<file path="src/rtl/node_port_pkg.sv">
// rtl/node_port_pkg.sv - direction codes, FSM state type and data width for the node port controller
package node_port_pkg;

    localparam int DATA_W  = 8;
    localparam int NUM_DIR = 4;

    typedef logic [2:0] dir_code_t;

    localparam dir_code_t DIR_UP    = 3'd0;
    localparam dir_code_t DIR_RIGHT = 3'd1;
    localparam dir_code_t DIR_DOWN  = 3'd2;
    localparam dir_code_t DIR_LEFT  = 3'd3;
    localparam dir_code_t DIR_ANY   = 3'd4;
    localparam dir_code_t DIR_LAST  = 3'd5;

    typedef enum logic [1:0] {
        ST_IDLE,
        ST_RD_WAIT,
        ST_WR_WAIT,
        ST_DONE
    } state_t;

    // LAST is resolved before it is stored, so it never reaches this mapping.
    function automatic logic [NUM_DIR-1:0] dir_mask(input dir_code_t d);
        case (d)
            DIR_UP:    return 4'b0001;
            DIR_RIGHT: return 4'b0010;
            DIR_DOWN:  return 4'b0100;
            DIR_LEFT:  return 4'b1000;
            DIR_ANY:   return 4'b1111;
            default:   return 4'b0000;
        endcase
    endfunction

    function automatic logic dir_reserved(input dir_code_t d);
        return (d > DIR_LAST);
    endfunction

endpackage

</file>
<file path="src/rtl/node_port_ctrl_if.sv">
// rtl/node_port_ctrl_if.sv - execute-path and neighbour handshake bundle for the node port controller
interface node_port_if;
    import node_port_pkg::*;

    logic                            rd_req;
    dir_code_t                       rd_dir;
    logic                            wr_req;
    dir_code_t                       wr_dir;
    logic [DATA_W-1:0]               wr_data;
    logic [NUM_DIR-1:0]              rx_valid;
    logic [NUM_DIR-1:0][DATA_W-1:0]  rx_data;
    logic [NUM_DIR-1:0]              rx_ack;
    logic [NUM_DIR-1:0]              tx_valid;
    logic [NUM_DIR-1:0][DATA_W-1:0]  tx_data;
    logic [NUM_DIR-1:0]              tx_ack;
    logic                            hlt;
    logic                            ackw;
    logic                            rd_done;
    logic [DATA_W-1:0]               rd_data;
    logic                            bad_dir;

    modport master (
        output rd_req, rd_dir, wr_req, wr_dir, wr_data, rx_valid, rx_data, tx_ack,
        input  rx_ack, tx_valid, tx_data, hlt, ackw, rd_done, rd_data, bad_dir
    );

    modport slave (
        input  rd_req, rd_dir, wr_req, wr_dir, wr_data, rx_valid, rx_data, tx_ack,
        output rx_ack, tx_valid, tx_data, hlt, ackw, rd_done, rd_data, bad_dir
    );

endinterface

</file>
<file path="src/rtl/node_port_ctrl_arbiter.sv">
// rtl/node_port_ctrl_arbiter.sv - 4-way fixed-priority select, lowest index wins
module port_arbiter (
    input  logic [3:0] req_i,
    output logic [3:0] grant_o,
    output logic [1:0] idx_o,
    output logic       valid_o
);

    always_comb begin
        grant_o = 4'b0000;
        idx_o   = 2'd0;
        valid_o = 1'b0;
        for (int i = 3; i >= 0; i--) begin
            if (req_i[i]) begin
                grant_o = 4'b0001 << i;
                idx_o   = 2'(i);
                valid_o = 1'b1;
            end
        end
    end

endmodule

</file>
<file path="src/rtl/node_port_ctrl.sv">
// rtl/node_port_ctrl.sv - blocking port read/write controller between execute path and four neighbours
module node_port_ctrl
    import node_port_pkg::*;
(
    input  logic        clk,
    input  logic        rst,
    node_port_if.slave  bus
);

    state_t                          state_q, state_d;
    dir_code_t                       rd_dir_q, rd_dir_d;
    dir_code_t                       wr_dir_q, wr_dir_d;
    logic [DATA_W-1:0]               wr_data_q, wr_data_d;
    logic [DATA_W-1:0]               rd_data_q, rd_data_d;
    logic                            wr_pend_q, wr_pend_d;
    logic                            rd_done_q, rd_done_d;
    logic                            ackw_q, ackw_d;
    logic                            bad_dir_q, bad_dir_d;
    logic [1:0]                      last_dir_q, last_dir_d;

    logic [NUM_DIR-1:0]              arb_req;
    logic [NUM_DIR-1:0]              arb_grant;
    logic [1:0]                      arb_idx;
    logic                            arb_valid;

    logic [NUM_DIR-1:0]              rx_ack;
    logic [NUM_DIR-1:0]              tx_valid;
    logic [NUM_DIR-1:0][DATA_W-1:0]  tx_data;
    logic                            hlt;
    dir_code_t                       rd_res;
    dir_code_t                       wr_res;

    // Reads and writes never overlap in time, so one arbiter serves both phases.
    port_arbiter u_arb (
        .req_i   (arb_req),
        .grant_o (arb_grant),
        .idx_o   (arb_idx),
        .valid_o (arb_valid)
    );

    assign rd_res = (bus.rd_dir == DIR_LAST) ? {1'b0, last_dir_q} : bus.rd_dir;
    assign wr_res = (bus.wr_dir == DIR_LAST) ? {1'b0, last_dir_q} : bus.wr_dir;

    always_ff @(posedge clk or posedge rst) begin
        if (rst) begin
            state_q    <= ST_IDLE;
            rd_dir_q   <= DIR_UP;
            wr_dir_q   <= DIR_UP;
            wr_data_q  <= '0;
            rd_data_q  <= '0;
            wr_pend_q  <= 1'b0;
            rd_done_q  <= 1'b0;
            ackw_q     <= 1'b0;
            bad_dir_q  <= 1'b0;
            last_dir_q <= 2'd0;
        end else begin
            state_q    <= state_d;
            rd_dir_q   <= rd_dir_d;
            wr_dir_q   <= wr_dir_d;
            wr_data_q  <= wr_data_d;
            rd_data_q  <= rd_data_d;
            wr_pend_q  <= wr_pend_d;
            rd_done_q  <= rd_done_d;
            ackw_q     <= ackw_d;
            bad_dir_q  <= bad_dir_d;
            last_dir_q <= last_dir_d;
        end
    end

    always_comb begin
        state_d    = state_q;
        rd_dir_d   = rd_dir_q;
        wr_dir_d   = wr_dir_q;
        wr_data_d  = wr_data_q;
        rd_data_d  = rd_data_q;
        wr_pend_d  = wr_pend_q;
        rd_done_d  = 1'b0;
        ackw_d     = 1'b0;
        bad_dir_d  = bad_dir_q;
        last_dir_d = last_dir_q;
        arb_req    = '0;
        rx_ack     = '0;
        tx_valid   = '0;
        hlt        = 1'b0;

        case (state_q)
            ST_IDLE: begin
                hlt = bus.rd_req | bus.wr_req;
                if (bus.rd_req) begin
                    rd_dir_d = rd_res;
                    state_d  = ST_RD_WAIT;
                end
                if (bus.wr_req) begin
                    wr_dir_d  = wr_res;
                    wr_data_d = bus.wr_data;
                    wr_pend_d = 1'b1;
                    if (!bus.rd_req) begin
                        state_d = ST_WR_WAIT;
                    end
                end
                if ((bus.rd_req && dir_reserved(bus.rd_dir)) ||
                    (bus.wr_req && dir_reserved(bus.wr_dir))) begin
                    bad_dir_d = 1'b1;
                end
            end

            ST_RD_WAIT: begin
                hlt     = 1'b1;
                arb_req = bus.rx_valid & dir_mask(rd_dir_q);
                if (dir_reserved(rd_dir_q) || arb_valid) begin
                    rd_done_d = 1'b1;
                    state_d   = wr_pend_q ? ST_WR_WAIT : ST_DONE;
                    if (dir_reserved(rd_dir_q)) begin
                        rd_data_d = '0;
                    end else begin
                        rd_data_d = bus.rx_data[arb_idx];
                        rx_ack    = arb_grant;
                        if (rd_dir_q == DIR_ANY) begin
                            last_dir_d = arb_idx;
                        end
                    end
                end
            end

            ST_WR_WAIT: begin
                hlt      = 1'b1;
                tx_valid = dir_mask(wr_dir_q);
                // Acks on directions we are not offering on are not ours to consume.
                arb_req  = bus.tx_ack & tx_valid;
                if (dir_reserved(wr_dir_q) || arb_valid) begin
                    ackw_d    = 1'b1;
                    wr_pend_d = 1'b0;
                    state_d   = ST_DONE;
                    if (!dir_reserved(wr_dir_q) && (wr_dir_q == DIR_ANY)) begin
                        last_dir_d = arb_idx;
                    end
                end
            end

            ST_DONE: begin
                state_d = ST_IDLE;
            end

            default: begin
                state_d = ST_IDLE;
            end
        endcase
    end

    always_comb begin
        for (int i = 0; i < NUM_DIR; i++) begin
            tx_data[i] = tx_valid[i] ? wr_data_q : '0;
        end
    end

    assign bus.rx_ack   = rx_ack;
    assign bus.tx_valid = tx_valid;
    assign bus.tx_data  = tx_data;
    assign bus.hlt      = hlt;
    assign bus.ackw     = ackw_q;
    assign bus.rd_done  = rd_done_q;
    assign bus.rd_data  = rd_data_q;
    assign bus.bad_dir  = bad_dir_q;

endmodule
</file>
<file path="src/flat_wrapper.sv">
// flat-port wrapper written by rule: the top's interface ports become plain ports
module node_port_ctrl_flat import node_port_pkg::*;
  (clk, rst, bus_rd_req, bus_rd_dir, bus_wr_req, bus_wr_dir, bus_wr_data, bus_rx_valid, bus_rx_data, bus_tx_ack, bus_rx_ack, bus_tx_valid, bus_tx_data, bus_hlt, bus_ackw, bus_rd_done, bus_rd_data, bus_bad_dir);
  node_port_if bus_i ();
  input  logic clk;
  input  logic rst;
  input wire logic [$bits(bus_i.rd_req)-1:0] bus_rd_req;
  input wire logic [$bits(bus_i.rd_dir)-1:0] bus_rd_dir;
  input wire logic [$bits(bus_i.wr_req)-1:0] bus_wr_req;
  input wire logic [$bits(bus_i.wr_dir)-1:0] bus_wr_dir;
  input wire logic [$bits(bus_i.wr_data)-1:0] bus_wr_data;
  input wire logic [$bits(bus_i.rx_valid)-1:0] bus_rx_valid;
  input wire logic [$bits(bus_i.rx_data)-1:0] bus_rx_data;
  input wire logic [$bits(bus_i.tx_ack)-1:0] bus_tx_ack;
  output wire logic [$bits(bus_i.rx_ack)-1:0] bus_rx_ack;
  output wire logic [$bits(bus_i.tx_valid)-1:0] bus_tx_valid;
  output wire logic [$bits(bus_i.tx_data)-1:0] bus_tx_data;
  output wire logic [$bits(bus_i.hlt)-1:0] bus_hlt;
  output wire logic [$bits(bus_i.ackw)-1:0] bus_ackw;
  output wire logic [$bits(bus_i.rd_done)-1:0] bus_rd_done;
  output wire logic [$bits(bus_i.rd_data)-1:0] bus_rd_data;
  output wire logic [$bits(bus_i.bad_dir)-1:0] bus_bad_dir;
  assign bus_i.rd_req = bus_rd_req;
  assign bus_i.rd_dir = bus_rd_dir;
  assign bus_i.wr_req = bus_wr_req;
  assign bus_i.wr_dir = bus_wr_dir;
  assign bus_i.wr_data = bus_wr_data;
  assign bus_i.rx_valid = bus_rx_valid;
  assign bus_i.rx_data = bus_rx_data;
  assign bus_i.tx_ack = bus_tx_ack;
  assign bus_rx_ack = bus_i.rx_ack;
  assign bus_tx_valid = bus_i.tx_valid;
  assign bus_tx_data = bus_i.tx_data;
  assign bus_hlt = bus_i.hlt;
  assign bus_ackw = bus_i.ackw;
  assign bus_rd_done = bus_i.rd_done;
  assign bus_rd_data = bus_i.rd_data;
  assign bus_bad_dir = bus_i.bad_dir;
  node_port_ctrl u_core (.clk(clk), .rst(rst), .bus(bus_i));
endmodule
</file>
<file path="config.mk">
export PLATFORM = sky130hd
export DESIGN_NAME = node_port_ctrl_flat
export DESIGN_NICKNAME = d
export VERILOG_FILES = /design/src/rtl/node_port_pkg.sv /design/src/rtl/node_port_ctrl_if.sv /design/src/rtl/node_port_ctrl_arbiter.sv /design/src/rtl/node_port_ctrl.sv /design/src/flat_wrapper.sv
export SDC_FILE = /design/constraint.sdc
export NUM_CORES = 1
export LEC_CHECK = 0
export ABC_AREA = 1
export CORE_ASPECT_RATIO = 1.75
export CORE_UTILIZATION = 36
export DETAILED_ROUTE_END_ITERATION = 10
export GPL_TIMING_DRIVEN = 0
export PLACE_DENSITY = 0.77
export SETUP_SLACK_MARGIN = 0.2
export SLEW_MARGIN = 20
export SYNTH_ARGS = -nofsm -noshare
export SYNTH_HDL_FRONTEND = slang
export SYNTH_SLANG_ARGS = --single-unit
</file>
<file path="constraint.sdc">
create_clock -name clk -period 2.03 [get_ports clk]
set_input_delay 0.406 -clock clk [delete_from_list [all_inputs] [get_ports clk]]
set_output_delay 0.406 -clock clk [all_outputs]
set_load 0.05 [all_outputs]
</file>
Figure 1. Wire density map (run 1).
The die is cut into 12 by 21 equal tiles; dark blue is low, red is high, scaled to the fullest tile. Values are wire area over tile area, all layers added.
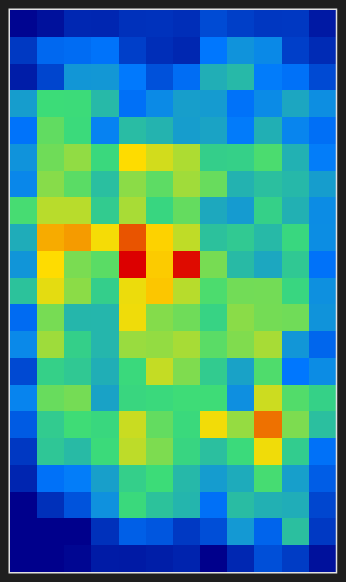
The densest ninth of the die: centre. The mean over all tiles is 0.30. 3.6% of the tiles are nearly empty. The emptiest ninth of the die: south-west.
final WL: 10.77 mm
Avg WL per Cell: 18.99 microns
total number of vias: 3,040
GRT Total Usage: 29.56%

Figure 2. Clock wires, drivers and flops (run 1).
Scale bar: 20 microns.
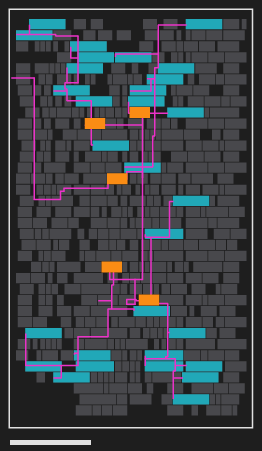
Magenta stands for clock wires, length 455 microns. Cyan stands for flip-flops, count 30. Orange stands for clock drivers, count 5.
There are 6 routed clock nets.

Figure 3. Placement view (run 1).
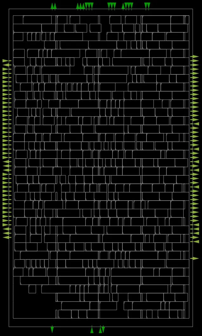
non-filler cells, final: 567
Seq/total area: 16.05%
final core utilization: 84.32%
num tapcells: 76
Core Region: 0.005585 sq mm

Figure 4. Cell sizes after repair (run 1).
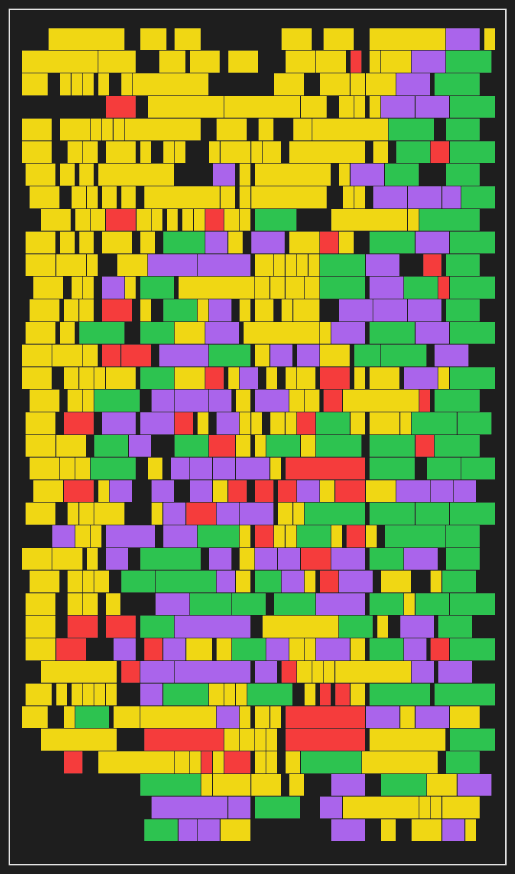
Purple stands for _3 and _4 cells, cells 92, share 19%. Red stands for _2 cells, cells 46, share 9.4%. Green stands for _6 and larger, cells 86, share 18%. Yellow stands for _0 and _1 cells, cells 267, share 54%.
Layout area overhead: 125.4%
design area: 0.004710 sq mm
setup ws final: -0.5976 ns
Signal buffers: 176

==> run_results.csv, run 1 <==
group,metric,value,unit
global_route,grt_use_met3,6.399,%
layout,logic_gates,237,
global_route,busiest_layer,"met2",
synth,flop_cell,"dfrtp_1",
setup_path,cp_num_cells,15,
synth,synthCells,314,
synth,top_cell_area_share,35.93,%
sta,timing_hold_violations_final,0,
setup_path,crit_path_frequent_cell,"buf_6",
synth,ys_warn_count,0,
synth,syn_nets,376,
floorplanning,die-height,102.8,microns
layout,layout-drive-gt1-share,45.62,%
outcome,status,"complete, but fails checks",
setup_path,r2r_end,"u_core.bus.rd_data[3]",
outcome,violations,"setup timing",
layout,largestClassByArea,"buffers",
sta,setup_viol,47,
clock_network,post_cts_buffers,33,
setup_path,cp_data_arrival_time,2.22,ns
job,warning_count,32,
sta,setup_ws,-0.5976,ns
layout,inverters,42,
placed_design,gp_congestion,0.8703,
clock_network,cts-root-buf,"clkbuf_8",
setup_path,path_class,"reg2out",
layout,buf_share,40.01,%
[run 1: per-layer routing]
layer	part of all wire (%)	vias to the layer above
met5	0	-
met3	6.5	57
li1	-	1368
met1	30	1430
met4	6.5	0
met2	56	185
[run 1: registers in the layout, summed over array words and instances, names as in the netlist]
signal	flops
u_core.last_dir_q	2
u_core.wr_data_q	8
u_core.state_q	2
u_core.bus.bad_dir	1
u_core.wr_dir_q	3
u_core.bus.ackw	1
u_core.rd_dir_q	3
u_core.wr_pend_q	1
u_core.bus.rd_data	8
u_core.bus.rd_done	1
[run 1: cell usage in the layout (no fill, tap or decap), types with 6 or more instances in the layout]
cell / instances
clkdlybuf4s50_1: 58
clkbuf_8: 6
dlygate4sd2_1: 8
nand3_2: 13
nand2_1: 62
nand2_2: 12
buf_8: 32
nand2_4: 8
dfrtp_1: 26
nand3_1: 36
buf_6: 36
inv_1: 27
nand2_8: 6
nor2_1: 7
nor2_4: 33
nor2_2: 8
buf_4: 37
o21ai_0: 22
[run 1: stage by stage]
stage          hold WS (ns)  cell area [sq um]  util, %  cells
3_5_place_dp         0.4647               3442    61.63    499
5_1_grt              0.5065               4710    84.32    567
2_1_floorplan        0.4479               2256        -    314
3_3_place_gp         0.4622               3442    61.63    499
6_report             0.4752               4710    84.32    567
4_1_cts              0.4776               4167    74.60    541
[run 1: kinds of logic after synthesis]
group | share of synthesized area, %
flip-flops | 35.93
AND/OR/NAND/NOR | 40.78
buffers and inverters | 10.12
AND-OR/OR-AND | 10.78
adder cells (fa/ha/maj) | 2.395
[run 1: power groups by stage]
stage                     clock network [mW]  registers (mW)  logic [mW]
after CTS                              0.477           0.996        4.29
after global placement                     0           0.992        3.15
after floorplan                            0            1.19        2.14
after detailed placement                   0            1.00        3.21
final                                  0.487            1.04        5.36
after global routing                   0.511            1.06        5.66
==> run 2, diff against run 1 <==
Settings changed: CTS_CLUSTER_DIAMETER set to 60.
Figure 5. Placement view (run 2).
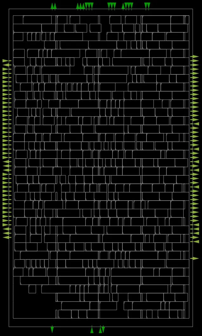
number of fill cells: 330
std cell rows: 36

==> run_results.csv, run 2 <==
group,metric,value,unit
sta,holdWs,0.4752,ns
outcome,violations,"setup timing",
setup_path,path_class,"reg2out",
synth,synthCells,314,
setup_path,cp_data_arrival_time,2.22,ns
synth,ys_warn_count,0,
clock_network,cts-root-buf,"clkbuf_8",
route,vias,3040,
placed_design,gp_congestion,0.8703,
clock_network,ctsHtreeMaxLevel,2,
job,warning_count,32,
outcome,status,"complete, but fails checks",
layout,lay_top_cells,"nand2_1 (62), clkdlybuf4s50_1 (58), buf_4 (37)",
layout,layout-drive-gt1-share,45.62,%
placed_design,dpl.cell_count,499,
setup_path,worst_path_max_delay_cell,"dfrtp_1",
route,viasPerCell,5.362,
route,wirelength,10.77,mm
synth,syn_nets,376,
pwr,leakage,2.198,nW
layout,num_antenna_cells,0,
sta,timing_hold_violations_final,0,
setup_path,rr_worst_depth,19,
sta,setup_ws,-0.5976,ns
pwr,ir_drop,962.3,uV
route,routedWlPerCell,18.99,microns
layout,fin_cells,567,
floorplanning,num_io_pins,110,
setup_path,r2r_end,"u_core.bus.rd_data[3]",
setup_path,crit_end,"bus_rx_ack[3]",
synth,topCellsByArea,"dfrtp_1 (36%), nand2_1 (14%), nand3_1 (12%), nor2_1 (8.1%), inv_1 (6.6%)",
floorplanning,initial_core_util,37.41,%
sta,rsz0062_at_grt,"true",
synth,flop_cell,"dfrtp_1",
floorplanning,die_x,59.59,microns
synth,top_cell_area_share,35.93,%
synth,ys_seq_share,35.93,%
layout,area_delta_synth_final,125.4,%
setup_path,cp_num_cells,15,
sta,setup_viol,47,
setup_path,cp_cell_sequence,"inv_2 > ha_4 > buf_8 > inv_6 > nor2_4 > nand3_2 > buf_6 > o21ai_2 > nand2_2 > nand2_4 > inv_4 > nor2_8 > inv_8 > nor3_4 > buf_6",
setup_path,crit_path_frequent_cell,"buf_6",
floorplanning,core_region_area,0.005585,sq mm
sta,slew_violations,0,
synth,syn_area,0.002090,sq mm
synth,ys_cells,314,
layout,layout_top_cell,"nand2_1",
layout,fin_util,84.32,%
floorplanning,die-height,102.8,microns
global_route,track_usage,29.56,%
Figure 6. Register map, names as in the netlist (run 2).
Scale bar: 20 microns. Other sequential cells in the stronger grey, the rest of the logic in the fainter grey.
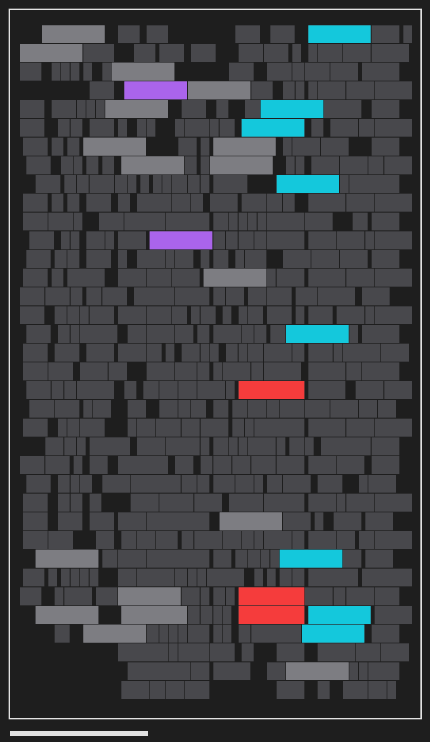
Purple stands for u_core.last_dir_q, flops 2. Cyan stands for u_core.wr_data_q, flops 8. Red stands for u_core.wr_dir_q, flops 3.
Another 17 sequential cells are not coloured.

[run 2: kinds of logic (layout without fill, tap and decap cells)]
logic type	after synthesis	in the layout	synth area share [%]
and+or+nand+nor	191	193	40.78
adders and majority gates	4	4	2.395
AOI/OAI and AO/OA	40	40	10.78
DFF	30	30	35.93
buffers and inverters	49	224	10.12
[run 2: layout make-up]
cell class	instances	area (sq um)	area share (%)
clock buffers	6	82.58	1.753
flip-flops and latches	30	755.7	16.05
multi-input cells	237	1699	36.08
inverters	42	192.7	4.091
well taps	76	95.09	2.019
repair buffers	169	1797	38.15
plain buffers	7	87.58	1.860
[run 2: metrics by stage]
stage | power, mW | cell area [sq um] | TNS, ns
final | 6.886 | 4710 | -9.938
after global routing | 7.225 | 4710 | -13.25
after CTS | 5.768 | 4167 | -6.795
after detailed placement | 4.206 | 3442 | -23.86
after global placement | 4.146 | 3442 | -22.03
after floorplan | 3.325 | 2256 | -2.274
[run 2: what timing repair did]
action                                  4_1_cts  5_1_grt
gates cloned                                  3        1
pin swaps                                    12       18
endpoints found under the setup margin       73       67
gates resized                               385       87
buffers inserted                             33       25
[run 2: routing by layer]
layer | track usage, % | up-vias | wire (microns)
met4 | 16.99 | 0 | 702
met2 | 59.03 | 185 | 6083
met5 | 0 | - | 0
li1 | - | 1368 | -
met1 | 25.36 | 1430 | 3284
met3 | 6.399 | 57 | 698
[run 2: tightest hold or removal path, delay by kind of cell (launching register included)]
family,cells,cell delay (ns)
flops,1,0.34
simple gates,2,0.10
[run 2: power by group]
part	internal, mW	switching, mW	total (mW)
combinational	2.09	3.27	5.36
clock	0.261	0.226	0.487
sequential	0.845	0.190	1.04
total	3.20	3.69	6.89
==> run 3, diff against run 2 <==
Settings changed: CAP_MARGIN set to 20.
Figure 7. Clock wires, drivers and flops (run 3).
Scale bar: 20 microns.
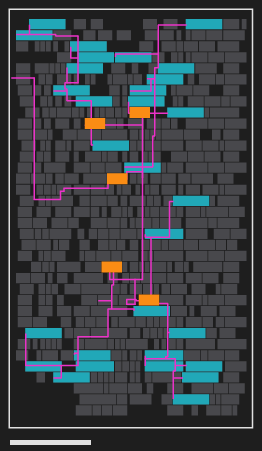
Cyan stands for flip-flops, count 30. Orange stands for clock drivers, count 5. Magenta stands for clock wires, length 455 microns.
There are 6 routed clock nets.

==> run_results.csv, run 3 <==
group,metric,value,unit
outcome,status,"complete, but fails checks",
outcome,violations,"setup timing",
placed_design,gp_congestion,0.8703,
synth,ys_seq_share,35.93,%
synth,synthCells,314,
layout,layout-drive-gt1-share,45.62,%
floorplanning,die_x,59.59,microns
setup_path,cp_cell_sequence,"inv_2 > ha_4 > buf_8 > inv_6 > nor2_4 > nand3_2 > buf_6 > o21ai_2 > nand2_2 > nand2_4 > inv_4 > nor2_8 > inv_8 > nor3_4 > buf_6",
synth,ys_cells,314,
floorplanning,num_io_pins,110,
sta,finalSetupTns,-9.938,ns
layout,final_area,0.004710,sq mm
setup_path,worst_path_max_delay_cell,"dfrtp_1",
placed_design,placed_area,0.003442,sq mm
sta,setup_ws,-0.5976,ns
clock_network,ctsHtreeMaxLevel,2,
route,met3_length,698,microns
route,routedWlPerCell,18.99,microns
layout,area_delta_synth_final,125.4,%
route,viasPerCell,5.362,
route,wl_met2,6.083,mm
global_route,busiest_layer,"met2",
global_route,met1_usage,25.36,%
setup_path,cp_data_arrival_time,2.22,ns
layout,fin_cells,567,
layout,lay_top_cells,"nand2_1 (62), clkdlybuf4s50_1 (58), buf_4 (37)",
layout,layout_top_cell,"nand2_1",
setup_path,path_class,"reg2out",
global_route,grtUsageMet2,59.03,%
sta,setup_viol,47,
layout,fillCellCount,330,
floorplanning,initial_core_util,37.41,%
pwr,finalPower,6.886,mW
layout,fin_util,84.32,%
route,wirelength,10.77,mm
setup_path,crit_path_frequent_cell,"buf_6",
floorplanning,fp-row-count,36,
pwr,ir_drop,962.3,uV
global_route,grt_use_met3,6.399,%
floorplanning,die-height,102.8,microns
Figure 8. Wire density map (run 3).
The die is cut into 12 by 21 equal tiles; dark blue is low, red is high, scaled to the fullest tile. Values are wire area over tile area, all layers added.
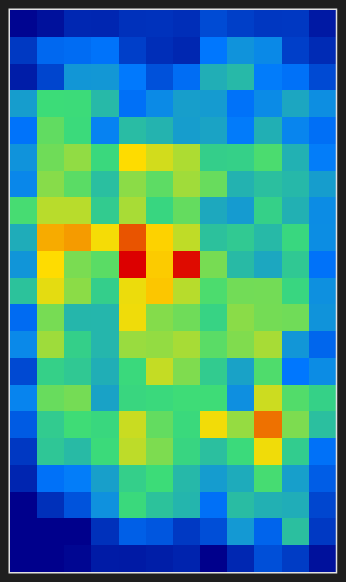
The densest ninth of the die: centre. The mean over all tiles is 0.30. The emptiest ninth of the die: south-west.

==> run 3: cell counts in the layout (fill, tap and decap cells not counted) <==
Identical to the previous run, type by type.
==> run 3: worst paths after layout <==
| kind | startpoint | end | cells after the start | slack, ns |
|---|---|---|---|---|
| max | u_core.state_q[0] | bus_rx_ack[3] | 15 | -0.60 |
| min | u_core.bus.rd_data[6] | u_core.bus.rd_data[6] | 2 | 0.48 |
| max reg2reg | u_core.state_q[1] | u_core.bus.rd_data[3] | 19 | -0.36 |
| min reg2reg | u_core.bus.rd_data[6] | u_core.bus.rd_data[6] | 2 | 0.48 |
| max in group asynchronous | rst | u_core.state_q[1] | 2 | 1.04 |
| min in group asynchronous | rst | u_core.wr_data_q[4] | 2 | 0.52 |
==> run 3: power breakdown <==
group          internal, mW  total [mW]  leakage, nW  switching [mW]
registers             0.845        1.04        0.373           0.190
logic                  2.09        5.36         1.78            3.27
clock network         0.261       0.487       0.0431           0.226
==> run 3: cells by family (layout without fill, tap and decap cells) <==
logic type | after synthesis | in the layout | share of synthesized area, %
flip-flops | 30 | 30 | 35.93
AND-OR/OR-AND | 40 | 40 | 10.78
adder cells (fa/ha/maj) | 4 | 4 | 2.395
AND/OR/NAND/NOR | 191 | 193 | 40.78
buffers and inverters | 49 | 224 | 10.12
==> run 3: area by class of cell <==
cell class	instances	area (sq um)	share of cell area [%]
flip-flops and latches	30	755.7	16.05
multi-input cells	237	1699	36.08
well taps	76	95.09	2.019
plain buffers	7	87.58	1.860
repair buffers	169	1797	38.15
clock buffers	6	82.58	1.753
inverters	42	192.7	4.091
==> run 3: timing repair <==
item,CTS,global route
buffers inserted,33,25
pin swaps,12,18
resized,385,87
endpoints found under the setup margin,73,67
gates cloned,3,1
No activity file was given, so power comes from the tool's default toggle rates.
